$ cat config.mk
export PLATFORM = sky130hd
export DESIGN_NAME = uart_transmitter
export DESIGN_NICKNAME = d
export VERILOG_FILES = /design/src/rtl/uart_transmitter.sv
export SDC_FILE = /design/constraint.sdc
export NUM_CORES = 1
export LEC_CHECK = 0
export CORE_ASPECT_RATIO = 0.9
export CORE_MARGIN = 3
export CORE_UTILIZATION = 53
export CTS_CLUSTER_SIZE = 16
export DETAILED_ROUTE_END_ITERATION = 12
export HOLD_SLACK_MARGIN = 0.06
export PLACE_DENSITY_LB_ADDON = 0.3
export SETUP_SLACK_MARGIN = 0.3
export SLEW_MARGIN = 15
export SYNTH_ARGS = -nofsm -noshare
export SYNTH_HDL_FRONTEND = slang
export SYNTH_SLANG_ARGS = --single-unit
$ cat constraint.sdc
create_clock -name Clk -period 2 [get_ports Clk]
set_input_delay 0.4 -clock Clk [delete_from_list [all_inputs] [get_ports Clk]]
set_output_delay 0.4 -clock Clk [all_outputs]
set_load 0.01 [all_outputs]
$ cat src/rtl/uart_transmitter.sv
// UART transmit engine: start bit, 8 data bits LSB first, parity bit, stop bit.
// Every bit is held for CLKS_PER_BIT clocks; all outputs are registered.
module uart_transmitter #(
  parameter int unsigned CLKS_PER_BIT = 16,
  parameter int unsigned PARITY_ODD   = 0
) (
  input  logic       Clk,
  input  logic       reset_n,
  input  logic       tx_start_in,
  input  logic [7:0] tx_data_in,
  output logic       tx_out,
  output logic       tx_busy_out,
  output logic       tx_done_out
);

  localparam int unsigned CW = (CLKS_PER_BIT > 1) ? $clog2(CLKS_PER_BIT) : 1;
  localparam logic [CW-1:0] LAST = CW'(CLKS_PER_BIT - 1);
  localparam logic ODD = (PARITY_ODD != 0);

  typedef enum logic [2:0] {
    IDLE   = 3'd0,
    START  = 3'd1,
    DATA   = 3'd2,
    PARITY = 3'd3,
    STOP   = 3'd4
  } state_t;

  state_t        state, next_state;
  logic [CW-1:0] baud_cnt, cnt_next;
  logic [2:0]    bit_idx, idx_next;
  logic [7:0]    shift, shift_next;
  logic          parity, par_next;
  logic          terminal;
  logic          tx_next, busy_next, done_next;

  assign terminal = (baud_cnt == LAST);

  // State register
  always_ff @(posedge Clk or negedge reset_n) begin
    if (!reset_n) state <= IDLE;
    else          state <= next_state;
  end

  // Next-state logic; unknown encodings fall back to IDLE
  always_comb begin
    next_state = state;
    case (state)
      IDLE:    if (tx_start_in)                   next_state = START;
      START:   if (terminal)                      next_state = DATA;
      DATA:    if (terminal && bit_idx == 3'd7)   next_state = PARITY;
      PARITY:  if (terminal)                      next_state = STOP;
      STOP:    if (terminal)                      next_state = IDLE;
      default:                                    next_state = IDLE;
    endcase
  end

  // Datapath next values: baud counter, bit index, shift register, parity
  always_comb begin
    cnt_next   = baud_cnt;
    idx_next   = bit_idx;
    shift_next = shift;
    par_next   = parity;
    case (state)
      IDLE: begin
        cnt_next = '0;
        idx_next = '0;
        if (tx_start_in) begin
          shift_next = tx_data_in;
          par_next   = (^tx_data_in) ^ ODD;
        end
      end
      START, PARITY, STOP: begin
        cnt_next = terminal ? '0 : baud_cnt + 1'b1;
        if (terminal) idx_next = '0;
      end
      DATA: begin
        cnt_next = terminal ? '0 : baud_cnt + 1'b1;
        if (terminal) begin
          shift_next = {1'b0, shift[7:1]};
          // index wraps 7->0 only as DATA is left, so no ninth bit is sent
          idx_next   = bit_idx + 3'd1;
        end
      end
      default: begin
        cnt_next = '0;
        idx_next = '0;
      end
    endcase
  end

  // Datapath registers
  always_ff @(posedge Clk or negedge reset_n) begin
    if (!reset_n) begin
      baud_cnt <= '0;
      bit_idx  <= '0;
      shift    <= '0;
      parity   <= 1'b0;
    end else begin
      baud_cnt <= cnt_next;
      bit_idx  <= idx_next;
      shift    <= shift_next;
      parity   <= par_next;
    end
  end

  // Output decode from the upcoming state so the registered outputs align with it
  always_comb begin
    tx_next   = 1'b1;
    busy_next = (next_state != IDLE);
    done_next = (state == STOP) && (next_state == IDLE);
    case (next_state)
      START:   tx_next = 1'b0;
      DATA:    tx_next = shift_next[0];
      PARITY:  tx_next = par_next;
      default: tx_next = 1'b1;
    endcase
  end

  // Output registers
  always_ff @(posedge Clk or negedge reset_n) begin
    if (!reset_n) begin
      tx_out      <= 1'b1;
      tx_busy_out <= 1'b0;
      tx_done_out <= 1'b0;
    end else begin
      tx_out      <= tx_next;
      tx_busy_out <= busy_next;
      tx_done_out <= done_next;
    end
  end

endmodule

### Cells coloured by class, run 1

Drawn at 6 px/um. Fill, decap, tap and diode cells in grey.
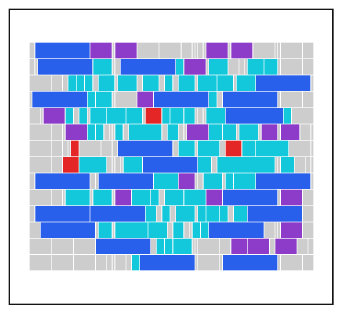
Key: sequential cells = blue [cells 22, share of their area 43%]; clock drivers and dummy loads = red [cells 4, share of their area 2.1%]; combinational and other logic = cyan [cells 73, share of their area 41%]; remaining buffers and delay cells = purple [cells 19, share of their area 14%]
Core ar.: 1800 sq um
Post-Route Utilization: 72.0%
Seq area share: 42.5%
# rows: 14
Post-Layout Inst Area: 1300 sq um

### Cell sizes after repair, run 1

Drawn at 6 px/um.
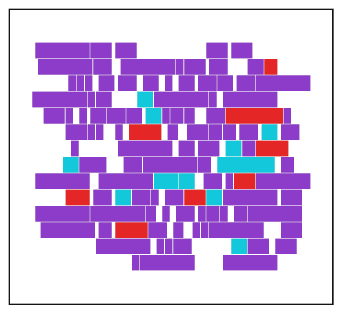
Key: _2 cells = red [cells 8]; _0 and _1 cells = purple [cells 99]; _3 and _4 cells = cyan [cells 11]

==> flow_summary.ini, run 1 <==
; yosys + openroad results
[route]
drt_iter0_drc = 12

[job]
maxCapViolCount = 0

[power]
switching_share_pct = 34.0
ir_worst_vdd_v = 0.000779
power.switching_mw = 0.485
p_int_mw = 0.941
seqPwrFrac_pct = 51.4

[die]
io_pins = 14
fp.dieH_um = 48.9
die_w_um = 53.7

[timing]
max_freq_ghz = 0.615
maxSlewViolCount = 0
tns_ns = 0
post-route-period-util_pct = 81.3
skew_ns = 0.00286
period_needed_ns = 1.63

[placed_design]
port_buffers = 13
gp_congestion = 0.769
dp_cells = 135

[setup_path]
crit_path_max_incr_delay_ns = 0.41
endpoint_kind = flip-flop
cp-start-kind = flip-flop
slowest_stage = dfrtp_1
path_cells = ha_1, ha_2, a311oi_4, nor3_2, or3_1
critPathRequiredTime_ns = 2.20
crit_type = flip-flop to flip-flop

[clocking]
cts_inserted_buffers = 3
clk_latency_ns = 0.30
hold_buffers = 0
tritoncts = built
cts_buffer_depth = 2
cts_root_buf = clkbuf_4

[run_status]
status = complete, no violations

[synth]
yosysChipArea_sq_um = 1080
yosys-stat-cells = 99
synthCells = 99

[layout]
n_antenna_cell = 0
n_fill_cell = 124

[grt]
grt_pass1_wl_um = 3390
### Congestion heat map, run 1

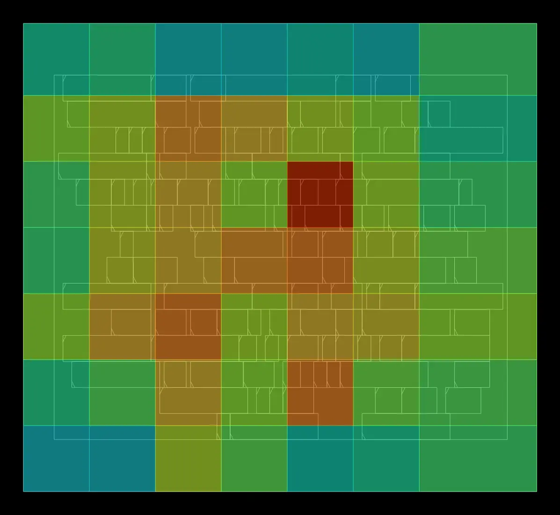
GR Layer Usage met2: 25.6%
met3 Track Usage GR: 6.73%

### Gate-type map, run 1

Drawn at 6 px/um.
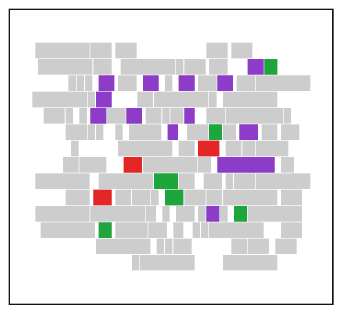
Key: non-inverting ao/oa cells = red [cells 3, most used a22o_1]; aoi and oai cells = purple [cells 13, most used a22oi_1]; and/or cells = green [cells 6]

-- run 1: placed cells by master, fill, tap and decap left out, types with 2 or more instances in the layout --
master,instances
dfrtp_1,21
nand2_1,16
clkdlybuf4s50_1,12
xnor2_1,10
nor2_1,7
a22oi_1,6
buf_4,6
clkbuf_4,3
nand2b_1,2
xor2_1,2
nand3_1,2
nor3_2,2
nor4_1,2
a22o_1,2
ha_2,2
-- run 1: kinds of logic after synthesis --
family / after synthesis / synth area share, %
AND-OR/OR-AND: 16 / 12.8
flip-flops: 22 / 50.9
AND/OR/NAND/NOR: 40 / 19.4
multiplexers: 1 / 1.04
adder cells (fa/ha/maj): 3 / 3.46
XOR/XNOR: 12 / 9.69
buffers and inverters: 5 / 2.77
-- run 1: registers in the layout (all words and copies together), names as in the netlist --
name         cells
shift            8
baud_cnt         4
bit_idx          3
state            3
parity           1
tx_busy_out      1
tx_done_out      1
tx_out           1
-- run 1: per-layer routing --
metal | track usage (%) | share of wire, % | vias up
met3 | 6.73 | 5.1 | 2
met4 | 2.98 | 0.62 | 0
met2 | 25.6 | 48 | 16
met5 | 0 | 0 | -
met1 | 23.5 | 46 | 387
li1 | - | - | 388
-- run 1: timing repair --
item	CTS	global route
setup endpoints to repair	2	3
gates resized	2	3
buffers inserted	0	3
pin swaps	0	2
-- run 1: cell type report --
type	instances	area [sq um]	share of cell area, %
flip-flops and latches	22	552	42.5
multi-input cells	72	513	39.5
repair buffers	19	174	13.4
well taps	24	30.0	2.31
clock buffers	4	26.3	2.02
inverters	1	3.75	0.289
-- run 1: per-stage QoR --
step                utilization, %  power, mW  worst slack, ns
CTS                           70.2       1.40            0.243
global placement              68.8       1.17            0.211
detailed placement            68.8       1.20            0.191
floorplan                        -       1.06            0.326
finish                        72.0       1.43            0.374
global route                  72.0       1.54            0.301
-- run 1: power groups by stage --
| stage | registers (mW) | logic, mW | clock network (mW) |
|---|---|---|---|
| final | 0.733 | 0.490 | 0.203 |
| after global routing | 0.753 | 0.555 | 0.233 |
| after CTS | 0.730 | 0.455 | 0.214 |
| after detailed placement | 0.741 | 0.454 | 0 |
| after global placement | 0.734 | 0.440 | 0 |
| after floorplan | 0.712 | 0.345 | 0 |
-- run 1: final timing paths --
check | from | end | slack [ns] | depth (start not counted)
max | bit_idx[0] | tx_busy_out | 0.37 | 5
min | reset_n | state[2] | 0.34 | 1
max reg2reg | bit_idx[0] | tx_busy_out | 0.37 | 5
min reg2reg | shift[5] | shift[5] | 0.49 | 2
max in group asynchronous | reset_n | shift[3] | 1.15 | 2
min in group Clk | shift[5] | shift[5] | 0.49 | 2
==> run 2: changes to the inputs <==
==> constraint.sdc (replaced) <==
create_clock -name Clk -period 1.5 [get_ports Clk]
set_input_delay 0.3 -clock Clk [delete_from_list [all_inputs] [get_ports Clk]]
set_output_delay 0.3 -clock Clk [all_outputs]
set_load 0.01 [all_outputs]
### Gate-type map, run 2

Drawn at 6 px/um.
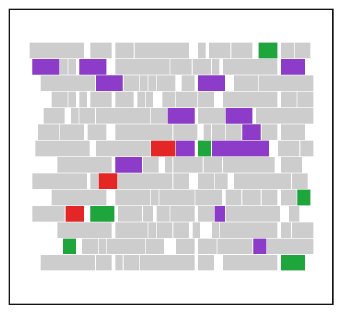
Key: aoi and oai cells = purple [cells 13, most used a22oi_2]; and/or cells = green [cells 6]; non-inverting ao/oa cells = red [cells 3, most used a22o_1]

### Signal wires on met3, run 2

Drawn at 10 px/um.
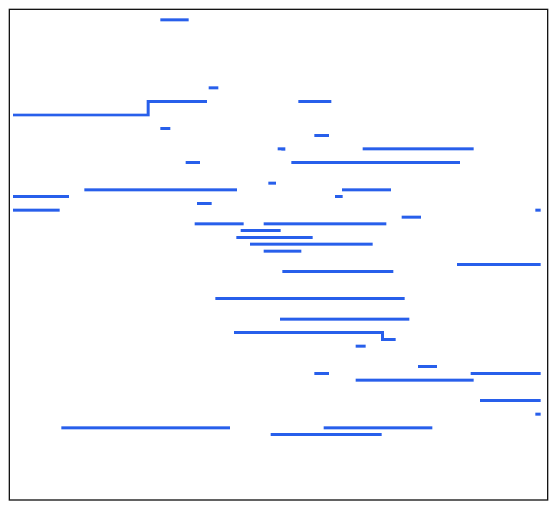
The longest straight run is 18.6 um. The wires run mostly horizontal. The layer holds 7.8% of the routed length. 27 nets have wire on it. The layer carries 265 um of wire.
met3 Track Usage GR: 7.95%
wirelength, routed: 3410 um

==> run 2 against run 1 <==
The flow now finishes with violations (negative setup slack). Clock skew up 0.0073 ns. Critical path depth is 1 lower. Combinational power is 130% higher. Sequential power grew 43%. Synthesized cell count is the same. First-iteration DRC count up 92%. Wire length is 77% higher. Clock power grew 73%. Final cell count up 13%. Largest cell class is now multi-input combinational cells.
==> flow_summary.ini, run 2 <==
; yosys + openroad results
[run_status]
status = complete, but fails checks
failed_checks = negative setup slack

[die]
die_w_um = 53.7
dieArea_sq_um = 2630
num_rows = 14
fp.dieH_um = 48.9
io_pins = 14
coreArea_sq_um = 1800

[synth]
simple_gate_share_pct = 19.4
syn_avg_cell_area_sq_um = 11.0
synthArstFlopShare_pct = 100
yosys.area_share.aoi_pct = 12.8
xor_area_share_pct = 9.69
ys_seq_share_pct = 50.9
yosysChipArea_sq_um = 1080
adder_share_pct = 3.46
mux_share_pct = 1.04
yosys-stat-cells = 99
synthCells = 99
ys_top_logic_family = simple AND/OR/NAND/NOR gates

[setup_path]
rr_worst_depth = 4
crit_fanout = 6
critPathRequiredTime_ns = 1.73
worstReg2RegEnd = bit_idx[0]
crit_type = flip-flop to flip-flop
crit_path_max_incr_delay_ns = 0.59
r2r_slack_ns = -0.1
critical-path-top-delay-family = flip-flops
cp-start-kind = flip-flop
crit_path_start = state[2]
slowest_stage = dfrtp_1
reg2reg_from = state[2]
cp.depth = 4
cp-endpoint = bit_idx[0]
path_cells = buf_4, xor2_1, nor2_1, mux2_2
endpoint_kind = flip-flop

[layout]
largest_reg_flops = 8
seqCellArea_sq_um = 556
largest_register = shift
mi_logic_area_sq_um = 653
n_antenna_cell = 0
nets = 152
area_delta_synth_final_pct = 47.8
n_fill_cell = 73
largestRegisters = shift x8, baud_cnt x4
final_cell_mix = buf_4, dfrtp_1, nand2_1
lay_top_count = buf_4

[grt]
grt_max_degree = 23
gr-total-overflow = 0
antenna_found_initial = 0
track_usage_pct = 23.9
grt_pass1_wl_um = 4600

[timing]
max_freq_ghz = 0.625
hold_violations = 0
maxSlewViolCount = 0
fin_ws_ns = -0.0990
finalSetupViolCount = 9
period_needed_ns = 1.60
post-route-period-util_pct = 107
slew_headroom_pct = 75.5
skew_ns = 0.0102
rsz0062_at_grt = true
tns_ns = -0.352

[job]
maxCapViolCount = 0
warnings = 29

[clocking]
ctsHtreeMaxLevel = 1
clk_latency_ns = 0.33
tritoncts = built
cts_root_buf = clkbuf_4
hold_buffers = 0
cts_buffer_depth = 2
cts_inserted_buffers = 3

[power]
ir_worst_vdd_v = 0.00119
p_per_area_nw_per_um2 = 1580

[placed_design]
gp_congestion = 0.804
port_buffers = 13
dp_hpwl_um = 1750

[route]
antenna_left = 0
routed_via_density = 6.14
dr.pass1.iters = 4
drt_iter0_drc = 23
### Cells coloured by class, run 2

Drawn at 6 px/um. Fill, decap, tap and diode cells in grey.
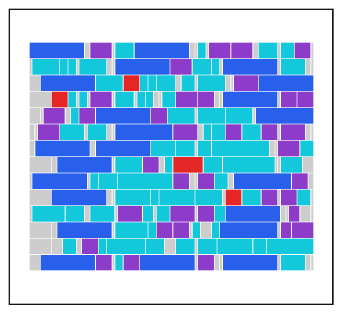
Key: clock drivers and dummy loads = red [cells 4, share of their area 2.3%]; combinational and other logic = cyan [cells 73, share of their area 42%]; sequential cells = blue [cells 22, share of their area 35%]; remaining buffers and delay cells = purple [cells 38, share of their area 21%]
Post-Route Utilization: 88.8%
Seq area share: 34.7%
Post-Layout Inst Area: 1600 sq um

[run 2: metal layers]
metal / part of all wire (%) / up-vias / GRT usage [%]
met5: 0 / - / 0
met4: 5.4 / 0 / 8.51
met3: 7.8 / 24 / 7.95
met2: 47 / 54 / 38.5
met1: 39 / 482 / 29.0
li1: - / 429 / -
[run 2: how the worst min path moves through the flow]
stage,start,to,slack [ns]
finish,reset_n,parity,0.32
global route,reset_n,shift[6],0.34
CTS,reset_n,baud_cnt[3],0.32
detailed placement,shift[5],shift[5],0.47
global placement,shift[2],shift[2],0.46
floorplan,reset_n,baud_cnt[0],0.004
[run 2: through the flow]
stage	hold WS, ns	instances	worst slack [ns]	power (mW)
floorplan	0.00441	99	-0.0397	1.45
global placement	0.458	146	-0.157	1.70
detailed placement	0.465	146	-0.205	1.77
CTS	0.319	156	-0.0448	2.25
global route	0.344	161	-0.145	2.65
finish	0.323	161	-0.0990	2.53
[run 2: timing repair]
item,4_1_cts,5_1_grt
buffers inserted,6,5
endpoints found under the setup margin,21,21
pin swaps,10,6
gates resized,33,15
[run 2: cell families after synthesis]
kind of cell               count (synthesis)
muxes                                      1
buffers and inverters                      5
adders and majority gates                  3
and+or+nand+nor                           40
xor gates and xnor gates                  12
DFF                                       22
AOI/OAI and AO/OA                         16
[run 2: where the power goes]
| part | internal, mW | switching, mW | total, mW |
|---|---|---|---|
| Clock | 0.149 | 0.203 | 0.352 |
| Sequential | 0.821 | 0.229 | 1.05 |
| Combinational | 0.594 | 0.530 | 1.12 |
[run 2: cell type report]
| class | count | share of cell area (%) |
|---|---|---|
| Inverter | 1 | 0.234 |
| Tap cell | 24 | 1.87 |
| Clock buffer | 4 | 2.26 |
| Multi-Input combinational cell | 72 | 40.7 |
| Sequential cell | 22 | 34.7 |
| Timing Repair Buffer | 38 | 20.2 |
Power figures rest on the tool's default switching activity, not on a simulated workload.
